[config.mk]
export PLATFORM = sky130hd
export DESIGN_NAME = map_scanner_flat
export DESIGN_NICKNAME = d
export VERILOG_FILES = /design/src/rtl/map_scanner_if.sv /design/src/rtl/map_scanner.sv /design/src/flat_wrapper.sv
export SDC_FILE = /design/constraint.sdc
export NUM_CORES = 1
export LEC_CHECK = 0
export ABC_AREA = 1
export CORE_ASPECT_RATIO = 0.9
export CORE_MARGIN = 3
export CORE_UTILIZATION = 50
export CTS_CLUSTER_SIZE = 25
export DETAILED_ROUTE_END_ITERATION = 7
export PLACE_DENSITY = 0.7
export SLEW_MARGIN = 20
export SYNTH_ARGS = -nofsm -noshare
export SYNTH_HDL_FRONTEND = slang
export SYNTH_SLANG_ARGS = --single-unit
[constraint.sdc]
create_clock -name clk -period 2.15 [get_ports clk]
set_input_delay 0.3225 -clock clk [delete_from_list [all_inputs] [get_ports clk]]
set_output_delay 0.3225 -clock clk [all_outputs]
set_load 0.02 [all_outputs]
[src/rtl/map_scanner_if.sv]
// Raster/map coordinate bus between map_scanner (source) and the map renderer.
// Camera inputs ride on the same bundle so the camera/physics side drives them here.
interface map_scanner_if #(
  parameter int unsigned PHY_WIDTH = 14
);
  logic [PHY_WIDTH-1:0] cam_x;
  logic [PHY_WIDTH-1:0] cam_y;
  logic                 hsync;
  logic                 vsync;
  logic                 video_on;
  logic [PHY_WIDTH-1:0] map_x;
  logic [PHY_WIDTH-1:0] map_y;
  logic                 map_on;
  logic                 pix_tick;
  logic                 frame_start;

  modport master (
    input  cam_x, cam_y,
    output hsync, vsync, video_on, map_x, map_y, map_on, pix_tick, frame_start
  );

  modport slave (
    output cam_x, cam_y,
    input  hsync, vsync, video_on, map_x, map_y, map_on, pix_tick, frame_start
  );
endinterface

[src/rtl/map_scanner.sv]
// VGA raster scanner that maps each pixel to world map coordinates via a per-frame camera latch.
// Optional macro MAP_Y_UP_EN: world y grows upward with the bottom screen row at cam_y.
module map_scanner #(
  parameter int unsigned PHY_WIDTH   = 14,
  parameter int unsigned MAP_WIDTH_X = 480,
  parameter int unsigned CLK_DIV     = 4,
  parameter int unsigned H_ACTIVE    = 640,
  parameter int unsigned H_FP        = 16,
  parameter int unsigned H_SYNC      = 96,
  parameter int unsigned H_BP        = 48,
  parameter int unsigned V_ACTIVE    = 480,
  parameter int unsigned V_FP        = 10,
  parameter int unsigned V_SYNC      = 2,
  parameter int unsigned V_BP        = 33
) (
  input  logic          clk,
  input  logic          rst_n,
  map_scanner_if.master bus
);
  localparam int unsigned H_TOTAL = H_ACTIVE + H_FP + H_SYNC + H_BP;
  localparam int unsigned V_TOTAL = V_ACTIVE + V_FP + V_SYNC + V_BP;
  localparam int unsigned HW      = $clog2(H_TOTAL);
  localparam int unsigned VW      = $clog2(V_TOTAL);
  localparam int unsigned DW      = $clog2(CLK_DIV);
  localparam int unsigned PW      = PHY_WIDTH;
  localparam int unsigned PW1     = PHY_WIDTH + 1;

  logic [DW-1:0] div_q, div_d;
  logic [HW-1:0] h_q, h_d;
  logic [VW-1:0] v_q, v_d;
  logic [PW-1:0] cx_q, cx_d, cy_q, cy_d;
  logic          hsync_q, hsync_d, vsync_q, vsync_d;
  logic          video_on_q, video_on_d, map_on_q, map_on_d;
  logic          pix_tick_q, pix_tick_d, frame_start_q, frame_start_d;
  logic [PW-1:0] map_x_q, map_x_d, map_y_q, map_y_d;

  logic          tick_c;
  logic          vid_c;
  logic          fs_c;
  logic [PW:0]   sum_x_c;

  // Divider, raster counters, per-pixel outputs and the frame-boundary camera latch.
  always_comb begin
    div_d         = div_q;
    h_d           = h_q;
    v_d           = v_q;
    cx_d          = cx_q;
    cy_d          = cy_q;
    hsync_d       = hsync_q;
    vsync_d       = vsync_q;
    video_on_d    = video_on_q;
    map_on_d      = map_on_q;
    map_x_d       = map_x_q;
    map_y_d       = map_y_q;
    pix_tick_d    = 1'b0;
    frame_start_d = 1'b0;

    tick_c  = (div_q == DW'(CLK_DIV - 1));
    vid_c   = (h_q < HW'(H_ACTIVE)) && (v_q < VW'(V_ACTIVE));
    fs_c    = (h_q == '0) && (v_q == VW'(V_ACTIVE));
    // Extra carry bit keeps a wrapped x from ever comparing as on-map.
    sum_x_c = {1'b0, cx_q} + PW1'(h_q);

    if (tick_c) begin
      div_d = '0;
      if (h_q == HW'(H_TOTAL - 1)) begin
        h_d = '0;
        v_d = (v_q == VW'(V_TOTAL - 1)) ? '0 : v_q + 1'b1;
      end else begin
        h_d = h_q + 1'b1;
      end

      video_on_d = vid_c;
      hsync_d    = !((h_q >= HW'(H_ACTIVE + H_FP)) && (h_q < HW'(H_ACTIVE + H_FP + H_SYNC)));
      vsync_d    = !((v_q >= VW'(V_ACTIVE + V_FP)) && (v_q < VW'(V_ACTIVE + V_FP + V_SYNC)));
      map_x_d    = sum_x_c[PW-1:0];
`ifdef MAP_Y_UP_EN
      map_y_d    = cy_q + PW'(V_ACTIVE - 1) - PW'(v_q);
`else
      map_y_d    = cy_q + PW'(v_q);
`endif
      map_on_d      = vid_c && (sum_x_c < PW1'(MAP_WIDTH_X));
      pix_tick_d    = 1'b1;
      frame_start_d = fs_c;
      if (fs_c) begin
        cx_d = bus.cam_x;
        cy_d = bus.cam_y;
      end
    end else begin
      div_d = div_q + 1'b1;
    end
  end

  always_ff @(posedge clk or negedge rst_n) begin
    if (!rst_n) begin
      div_q         <= '0;
      h_q           <= '0;
      v_q           <= '0;
      cx_q          <= '0;
      cy_q          <= '0;
      hsync_q       <= 1'b1;
      vsync_q       <= 1'b1;
      video_on_q    <= 1'b0;
      map_on_q      <= 1'b0;
      map_x_q       <= '0;
      map_y_q       <= '0;
      pix_tick_q    <= 1'b0;
      frame_start_q <= 1'b0;
    end else begin
      div_q         <= div_d;
      h_q           <= h_d;
      v_q           <= v_d;
      cx_q          <= cx_d;
      cy_q          <= cy_d;
      hsync_q       <= hsync_d;
      vsync_q       <= vsync_d;
      video_on_q    <= video_on_d;
      map_on_q      <= map_on_d;
      map_x_q       <= map_x_d;
      map_y_q       <= map_y_d;
      pix_tick_q    <= pix_tick_d;
      frame_start_q <= frame_start_d;
    end
  end

  assign bus.hsync       = hsync_q;
  assign bus.vsync       = vsync_q;
  assign bus.video_on    = video_on_q;
  assign bus.map_on      = map_on_q;
  assign bus.map_x       = map_x_q;
  assign bus.map_y       = map_y_q;
  assign bus.pix_tick    = pix_tick_q;
  assign bus.frame_start = frame_start_q;
endmodule

[src/flat_wrapper.sv]
// flat-port wrapper written by rule: the top's interface ports become plain ports
module map_scanner_flat 
#(
  parameter int unsigned PHY_WIDTH   = 14,
  parameter int unsigned MAP_WIDTH_X = 480,
  parameter int unsigned CLK_DIV     = 4,
  parameter int unsigned H_ACTIVE    = 640,
  parameter int unsigned H_FP        = 16,
  parameter int unsigned H_SYNC      = 96,
  parameter int unsigned H_BP        = 48,
  parameter int unsigned V_ACTIVE    = 480,
  parameter int unsigned V_FP        = 10,
  parameter int unsigned V_SYNC      = 2,
  parameter int unsigned V_BP        = 33
)
  (clk, rst_n, bus_cam_x, bus_cam_y, bus_hsync, bus_vsync, bus_video_on, bus_map_x, bus_map_y, bus_map_on, bus_pix_tick, bus_frame_start);
  map_scanner_if #(.PHY_WIDTH(PHY_WIDTH)) bus_i ();
  input  logic clk;
  input  logic rst_n;
  input wire logic [$bits(bus_i.cam_x)-1:0] bus_cam_x;
  input wire logic [$bits(bus_i.cam_y)-1:0] bus_cam_y;
  output wire logic [$bits(bus_i.hsync)-1:0] bus_hsync;
  output wire logic [$bits(bus_i.vsync)-1:0] bus_vsync;
  output wire logic [$bits(bus_i.video_on)-1:0] bus_video_on;
  output wire logic [$bits(bus_i.map_x)-1:0] bus_map_x;
  output wire logic [$bits(bus_i.map_y)-1:0] bus_map_y;
  output wire logic [$bits(bus_i.map_on)-1:0] bus_map_on;
  output wire logic [$bits(bus_i.pix_tick)-1:0] bus_pix_tick;
  output wire logic [$bits(bus_i.frame_start)-1:0] bus_frame_start;
  assign bus_i.cam_x = bus_cam_x;
  assign bus_i.cam_y = bus_cam_y;
  assign bus_hsync = bus_i.hsync;
  assign bus_vsync = bus_i.vsync;
  assign bus_video_on = bus_i.video_on;
  assign bus_map_x = bus_i.map_x;
  assign bus_map_y = bus_i.map_y;
  assign bus_map_on = bus_i.map_on;
  assign bus_pix_tick = bus_i.pix_tick;
  assign bus_frame_start = bus_i.frame_start;
  map_scanner #(.PHY_WIDTH(PHY_WIDTH), .MAP_WIDTH_X(MAP_WIDTH_X), .CLK_DIV(CLK_DIV), .H_ACTIVE(H_ACTIVE), .H_FP(H_FP), .H_SYNC(H_SYNC), .H_BP(H_BP), .V_ACTIVE(V_ACTIVE), .V_FP(V_FP), .V_SYNC(V_SYNC), .V_BP(V_BP)) u_core (.clk(clk), .rst_n(rst_n), .bus(bus_i));
endmodule
==> deck_impl_summary.md, run 1 <==
Run Summary

Critical path
  – Required time of the critical path: 2400 ps
  – Worst r2r path cells: 15
  – Critical Path Sink: u_core.bus.map_on$_DFFE_PN0P_
  – CP dominant cell by count: nand2_1
  – Critical path fanouts, max: 3
  – Reg2Reg Setup Slack: 120 ps
  – Worst EP arrival: 2280 ps
  – CP Capture Type: flip-flop
  – Worst Path Buf+Inv: 2
  – CP max-delay cell: dfrtp_1
  – Critical Path, Cell by Cell: ha_2, inv_1, fa_1, inv_1, nand2_1, nand2_1, nand3_1, nand2_1, nand2_1, nand2_1, nand3_1, nor2_2, nor2_1, nand3_1, nand2_1
  – Crit Reg-Reg Endpoint: u_core.bus.map_on$_DFFE_PN0P_
  – Levels on crit path: 15
  – CP startpoint kind: flip-flop
  – Reg2Reg Launch Point: u_core.h_q[0]$_DFFE_PN0P_

Logic synthesis
  – Cell count after synthesis: 622
  – Ys Warns: 0
  – Synth top cells by count: nand2_1 (210), dfrtp_1 (82), inv_1 (68)
  – Post-synth seq share: 43.7%
  – Yosys Instances: 622
  – Area reported by Yosys stat: 0.00482 sq mm
  – Number of enable flip-flop cells: 0
  – Asr flop ratio synth: 100%
  – Post-synth top flop: dfrtp_1
  – Avg Synthesized Cell Area: 7.75 sq um
  – Top-count cell post-synth: nand2_1
  – Top cell area share: 42.6%
  – Synthesized flop and latch total: 84

Detailed routing
  – DR WL met2: 5010 um
  – Uppermost layer routed: met4
  – 1st-iter DRT viols: 244
  – Drc violations: 0
  – Wl on met1: 5900 um
  – Met3 routed WL: 735 um
  – Avg WL per Cell: 14.3 um
  – Vias/cell: 5.21

Final timing
  – Final Skew: 9.24 ps
  – Hold Fails Final Rpt: 0
  – Fmax: 493 MHz
  – Max_slew headroom: 70.9%
  – Min cycle time layout: 2030 ps
  – Final worst slack: 122 ps
  – Worst slew pin tran: 433 ps
  – Fin Hold WS: 434 ps
  – Post-layout period usage: 94.3%
  – Pins Over Slew Limit: 0
  – # setup viols final: 0
  – Setup TNS: 0 ps

Floorplanning
  – Die ar.: 0.0109 sq mm
  – CORE AREA: 0.00925 sq mm
  – Floorplan Utilization: 52.1%
  – I/O Pins: 64
  – Tap Cells: 122
  – Die span in x: 110 um
  – Die H: 99.2 um
  – Row cnt: 33

GRT
  – Congestion Overflow GR: 0
  – Initial antenna violation count: 0
  – First-pass GRT wire length: 19200 um
  – Gr usage total: 22.7%
  – Largest net degree at the start of global routing: 53
  – Number of global-route vias before repair: 3966

Clocking
  – Clk latency late pin: 360 ps
  – Htree depth: 3
  – Clock transition at path regs: 80 ps
  – Clock buffer depth: 2
  – Sink Count: 84
  – CTS buffer count: 9
  – Clk root buf: clkbuf_8

Layout
  – Multi-input gate share of total cell area: 40.7%
  – Buffering overhead: 12.9%
  – Share of cells above drive strength 1: 7.29%
  – P&R area growth vs syn: 20.9%
  – Fillers: 834
  – Top cells excl fill/tap: nand2_1 (210), dfrtp_1 (82), inv_1 (68)
  – # diodes: 0
  – Final net count: 752
  – Inverters: 74
  – Layout clock buffer count: 14
  – Logic area: 0.00237 sq mm
  – Dominant kind of cell: logic gates
  – Flip-flops: 84
  – Design area: 0.00583 sq mm
  – Multi-input gates: 452

Worst hold path
  – Hold/Removal Path Class: reg2reg
  – Hold path startpoint: u_core.div_q[0]$_DFF_PN0_

Run
  – # Max-Cap Violations: 0
  – Count of tool warnings: 28

Outcome
  – Status: finished, final reports clean

Placement
  – DP HPWL: 8950 um
  – Cells after DPL: 804
  – GPL Wtd Cong: 0.931
## run 1: metal layers
metal / vias to the layer above / track usage [%]
met3: 14 / 5.84
met5: - / 0
li1: 2172 / -
met4: 0 / 5.37
met1: 1980 / 34.3
met2: 114 / 32.7
## run 1: logic make-up after synthesis
family	synth area share, %
fa+ha+maj	7.32
simple gates	30.8
flops	43.7
xor+xnor	2.36
buf+inv	7.27
compound gates	8.56
## run 1: registers in the layout, summed over array words and instances, names as in the netlist, 2 cells and up
name and count:
u_core.div_q 2, u_core.bus.map_y 14, u_core.cx_q 14, u_core.h_q 10
u_core.cy_q 14, u_core.v_q 10, u_core.bus.map_x 14
## run 1: repair_timing
action	in CTS	in global routing
resized	0	2
endpoints found under the setup margin	0	1
setup buffers	0	1
endpoints found under the hold margin	30	0
hold buffers	1	0
run_1/congestion.png
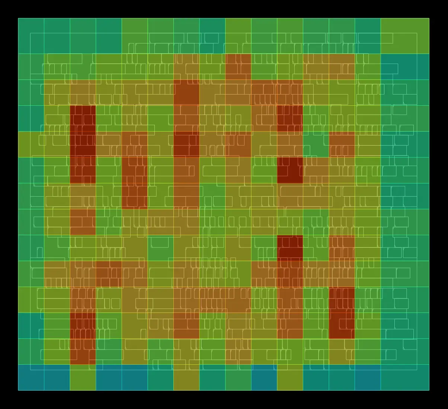
M1 GR Usage: 34.3%
GRT busiest layer: met1

run_1/layer_met2.png
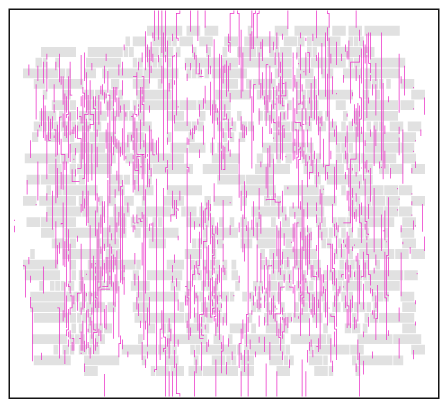
main direction = vertical
longest straight run = 48.8 um
nets with wire on the layer = 609
GR Layer Usage met2: 32.7%
vias: 4280
WL final: 11800 um

run_1/flops_by_reg.png
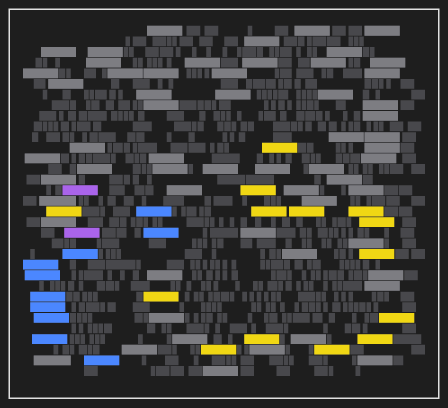
u_core.div_q -> purple  # sequential cells 2
u_core.h_q -> blue  # sequential cells 10
u_core.bus.map_x -> yellow  # sequential cells 14
not colored = 58
Final Util: 63.0%
sequential cell area share: 36.1%
register area: 0.00210 sq mm

run_1/layer_met1.png
Supply wires on this layer in gray.
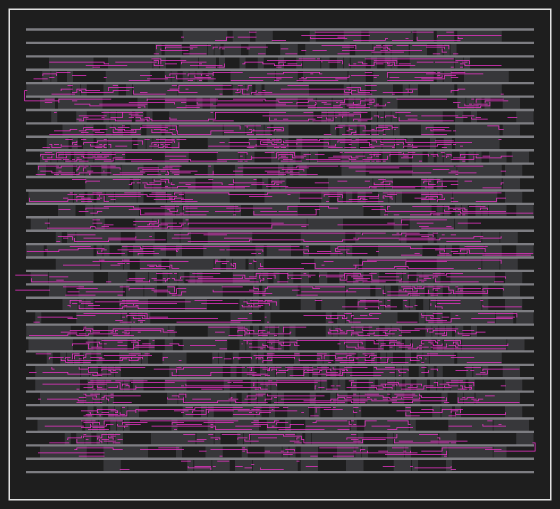
longest straight run = 35.0 um
nets with wire on the layer = 689

run_1/io_fan.png
Scale bar: 20 um.
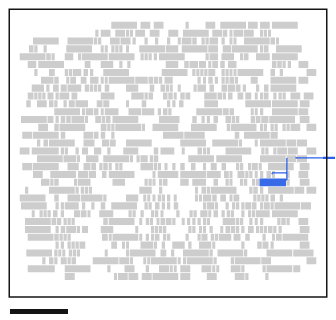

## Run 2: what changed since run 1
--- a/config.mk
+++ b/config.mk
@@ -6,12 +6,12 @@
 export NUM_CORES = 1
 export LEC_CHECK = 0
 export ABC_AREA = 1
-export CORE_ASPECT_RATIO = 0.9
+export CORE_ASPECT_RATIO = 0.8
 export CORE_MARGIN = 3
-export CORE_UTILIZATION = 50
+export CORE_UTILIZATION = 42
 export CTS_CLUSTER_SIZE = 25
 export DETAILED_ROUTE_END_ITERATION = 7
-export PLACE_DENSITY = 0.7
+export PLACE_DENSITY = 0.6
 export SLEW_MARGIN = 20
 export SYNTH_ARGS = -nofsm -noshare
 export SYNTH_HDL_FRONTEND = slang
run_2/io_fan.png
Scale bar: 50 um.
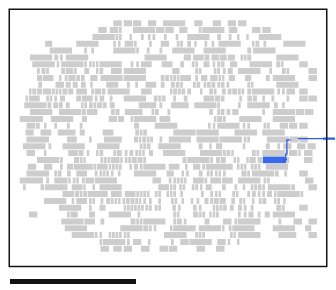
bus_map_on -> blue  # bits 1, direction output, edge right, end cells 1, wire 21.8 um

==> run 2 against run 1 <==
Net effect:
- register-to-register slack improved by 30 ps
- sequential share of layout area down 1.1 points
- via count down 0.58%
- wire length grew 2.8%
- maximum frequency rose by 1.4%
- critical endpoint unchanged
==> deck_impl_summary.md, run 2 <==
Run Summary

Outcome
  – Status: finished, final reports clean

Layout
  – Layout Cells excl Fill: 843
  – Top cells excl fill/tap: nand2_1 (210), dfrtp_1 (82), inv_1 (68)
  – Final Util: 54.6%
  – # diodes: 0
  – P&R area growth vs syn: 24.7%
  – Fillers: 1046
  – Most used logic cell in the final layout: nand2_1
  – Share of cells above drive strength 1: 7.58%
  – Design area: 0.00601 sq mm
  – Final net count: 751

Final timing
  – Pins Over Slew Limit: 0
  – Final Skew: 5.75 ps
  – Setup TNS: 0 ps
  – Worst slew pin tran: 420 ps
  – Post-layout period usage: 93.1%
  – Max_slew headroom: 71.7%
  – # setup viols final: 0
  – Fin Hold WS: 427 ps
  – Final worst slack: 149 ps
  – Min cycle time layout: 2000 ps
  – Fmax: 500 MHz
  – Hold Fails Final Rpt: 0

Logic synthesis
  – Top cell area share: 42.6%
  – Post-synth top flop: dfrtp_1
  – Yosys Instances: 622
  – Syn Nets: 679
  – Cell count after synthesis: 622
  – Synthesized flop and latch total: 84
  – Post-synth seq share: 43.7%
  – Avg Synthesized Cell Area: 7.75 sq um
  – Top cells by area: dfrtp_1 (43%), nand2_1 (16%), ha_1 (6.5%), inv_1 (5.3%), nor2_1 (3.8%)
  – Area reported by Yosys stat: 0.00482 sq mm
  – Number of enable flip-flop cells: 0
  – Ys Warns: 0
  – Top-count cell post-synth: nand2_1
  – Yosys top cell by area: dfrtp_1
  – Syn Std Cell Area: 0.00482 sq mm
  – Synth top cells by count: nand2_1 (210), dfrtp_1 (82), inv_1 (68)
  – Asr flop ratio synth: 100%
  – Unique masters post-synth: 40

Floorplanning
  – CORE AREA: 0.0110 sq mm
  – I/O Pins: 64
  – Die H: 102 um
  – Die ar.: 0.0128 sq mm
  – Floorplan Utilization: 43.8%
  – Row cnt: 34
  – Die span in x: 126 um

Critical path
  – CP Class: reg2reg
  – Worst r2r path cells: 15
  – Crit Reg-Reg Endpoint: u_core.bus.map_on$_DFFE_PN0P_
  – Worst Setup SP: u_core.h_q[0]$_DFFE_PN0P_
  – Reg2Reg Setup Slack: 150 ps
  – Required time of the critical path: 2380 ps
  – CP delay by family, top: simple AND/OR/NAND/NOR gates
  – Critical path fanouts, max: 3
  – CP max-delay cell: dfrtp_1
  – Worst EP arrival: 2230 ps
  – CP dominant cell by count: nand2_1
  – Worst Path Buf+Inv: 2
  – CP Capture Type: flip-flop
  – Levels on crit path: 15
  – Reg2Reg Launch Point: u_core.h_q[0]$_DFFE_PN0P_
  – Critical Path, Cell by Cell: ha_2, inv_1, fa_2, inv_1, nand2_1, nand2_1, nand3_2, nand2_1, nand2_1, nand2_1, nand3_1, nor2_1, nor2_1, nand3_1, nand2_1
  – Critical Path Sink: u_core.bus.map_on$_DFFE_PN0P_
  – CP startpoint kind: flip-flop
  – Max incr delay on CP: 370 ps

Clocking
  – Sink Count: 84
  – Clock transition at path regs: 60 ps
  – Htree depth: 3
  – Clock buffer depth: 2
  – CTS tree: done
  – Postcts setup bufs: 0
  – CTS buffer count: 9
  – Cts repair resizes: 0
  – Clk root buf: clkbuf_16
  – CTS Hold Buffers Added: 1
  – Clk latency late pin: 340 ps

GRT
  – Congestion Overflow GR: 0
  – Number of global-route vias before repair: 3946
  – Initial antenna violation count: 0
  – First-pass GRT wire length: 20200 um
  – Largest net degree at the start of global routing: 55
  – Gr usage total: 19.8%

Detailed routing
  – Wl on met1: 6460 um
  – Drt first pass iters: 5
  – Uppermost layer routed: met4
  – Met3 routed WL: 641 um
  – Antenna Nets Post-Route: 0
  – WL final: 12100 um
  – Drc violations: 0
  – Vias/cell: 5.05
  – DR WL met2: 4740 um
  – 1st-iter DRT viols: 270
  – Vias: 4255
  – Avg WL per Cell: 14.4 um

Worst hold path
  – Hold path cells: 1
  – Hold path startpoint: u_core.div_q[0]$_DFF_PN0_
  – Hold/Removal Path Class: reg2reg
  – Hold Path Sink: u_core.div_q[0]$_DFF_PN0_

Placement
  – Setup Slack @ Placement: 92.6 ps
  – Cells after DPL: 825
  – DP Area: 0.00568 sq mm
  – DP HPWL: 9210 um
  – GPL Wtd Cong: 0.948
  – Port buffer count: 63

Run
  – Count of tool warnings: 28
  – # Max-Cap Violations: 0
-- run 2: kinds of logic after synthesis --
family,share of synthesized area (%)
fa+ha+maj,7.32
compound gates,8.56
xor+xnor,2.36
flops,43.7
buf+inv,7.27
simple gates,30.8
-- run 2: cell type report --
cell class	instances	area (sq um)	share of cell area [%]
sequential	84	2100	35.0
clock buffer	12	256	4.27
timing repair buffer	73	768	12.8
clock inverter	4	47.5	0.791
inverter	74	279	4.64
tap	144	180	3.00
multi-input combinational	452	2380	39.5
-- run 2: routing by layer --
layer  global-route usage [%]  vias to the layer above
met5                        0                        -
met1                     30.9                     1967
met3                     4.81                       20
met4                     6.35                        0
met2                     26.7                      102
li1                         -                     2166
run_2/congestion.png
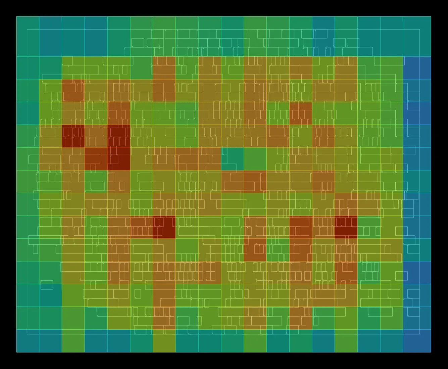

## Run 3: what changed since run 2
--- a/config.mk
+++ b/config.mk
@@ -11,7 +11,9 @@
 export CORE_UTILIZATION = 42
 export CTS_CLUSTER_SIZE = 25
 export DETAILED_ROUTE_END_ITERATION = 7
-export PLACE_DENSITY = 0.6
+export DONT_BUFFER_PORTS = 1
+export MAX_ROUTING_LAYER = met4
+export PLACE_DENSITY = 0.52
 export SLEW_MARGIN = 20
 export SYNTH_ARGS = -nofsm -noshare
 export SYNTH_HDL_FRONTEND = slang
run_3/congestion.png
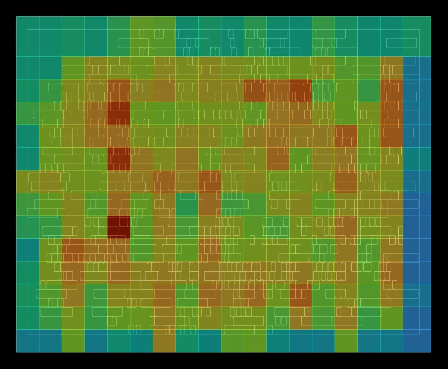
gr usage total: 20.6%
Final Util: 48.6%
Avg WL per Cell: 15.7 um
M1 GR Usage: 31.2%
M3 GR Usage: 4.96%

==> run 3 against run 2 <==
Net effect:
- the run now ends with negative hold slack left
- worst hold slack worse by 750 ps
- critical path depth down 7
- first-iteration DRC count up 3.7%
- synthesized cell count unchanged
- clock skew up 0.76 ps
- utilization down 6.0 points
- non-clock buffer count down 65
- maximum frequency up 3.2%
- via count down 4.9%
- critical path type unchanged
==> deck_impl_summary.md, run 3 <==
Run Summary

Final timing
  – Fin Hold WS: -327 ps
  – Final worst slack: 212 ps
  – # setup viols final: 0
  – Hold Fails Final Rpt: 84
  – Pins Over Slew Limit: 0
  – Min cycle time layout: 1940 ps
  – Worst slew pin tran: 381 ps

Logic synthesis
  – Unique masters post-synth: 40
  – Avg Synthesized Cell Area: 7.75 sq um
  – Yosys Instances: 622
  – Syn Nets: 679
  – Area reported by Yosys stat: 0.00482 sq mm
  – Cell count after synthesis: 622
  – Number of enable flip-flop cells: 0
  – Synthesized flop and latch total: 84

GRT
  – Initial antenna violation count: 0
  – Largest net degree at the start of global routing: 85
  – First-pass GRT wire length: 20300 um
  – Congestion Overflow GR: 0
  – Number of global-route vias before repair: 3874
  – GRT busiest layer: met1

Detailed routing
  – 1st-iter DRT viols: 280
  – Wl on met1: 6430 um
  – DR WL met2: 4920 um
  – Met3 routed WL: 689 um
  – Drt first pass iters: 5
  – WL final: 12200 um

Critical path
  – Max incr delay on CP: 470 ps
  – Reg2Reg Launch Point: u_core.v_q[4]$_DFFE_PN0P_
  – Critical Path Sink: u_core.bus.map_y[13]$_DFFE_PN0P_
  – CP delay by family, top: AND-OR/OR-AND gates
  – CP max-delay cell: dfrtp_1
  – Crit Reg-Reg Endpoint: u_core.bus.map_y[13]$_DFFE_PN0P_
  – Worst r2r path cells: 8

Placement
  – DP Area: 0.00502 sq mm
  – GPL Wtd Cong: 0.907

Layout
  – Most used logic cell in the final layout: nand2_1
  – Multi-input gate share of total cell area: 44.9%
  – Layout clock buffer count: 13
  – Share of cells above drive strength 1: 8.04%
  – Fillers: 1084
  – Register area: 0.00210 sq mm
  – Buffering overhead: 1.82%
  – Final net count: 686

Clocking
  – CTS tree: done
  – Clk root buf: clkbuf_16
  – Htree depth: 3
  – Clk latency late pin: 340 ps

Floorplanning
  – CORE AREA: 0.0110 sq mm
  – Die span in x: 126 um
  – Die ar.: 0.0128 sq mm
  – Tap Cells: 144
  – Die H: 102 um

Worst hold path
  – Hold/Removal Path Class: in2async

Run
  – Count of tool warnings: 30
  – # Max-Cap Violations: 0

Outcome
  – Failing checks: negative hold slack
  – Status: finished, violations left
run 3: how the worst min path moves through the flow:
stage                      from                                to  slack, ps
final                     rst_n  u_core.bus.map_x[10]$_DFFE_PN0P_       -330
after global routing      rst_n   u_core.bus.map_x[9]$_DFFE_PN0P_       -350
after CTS                 rst_n  u_core.bus.map_x[10]$_DFFE_PN0P_       -340
after detailed placement  rst_n  u_core.bus.map_x[10]$_DFFE_PN0P_         30
after global placement    rst_n  u_core.bus.map_x[10]$_DFFE_PN0P_         30
after floorplan           rst_n  u_core.bus.frame_start$_DFF_PN0_         30
run 3: logic make-up after synthesis:
logic type,after synthesis,share of synthesized area (%)
xor+xnor,13,2.36
fa+ha+maj,27,7.32
buf+inv,86,7.27
flops,84,43.7
compound gates,75,8.56
simple gates,337,30.8
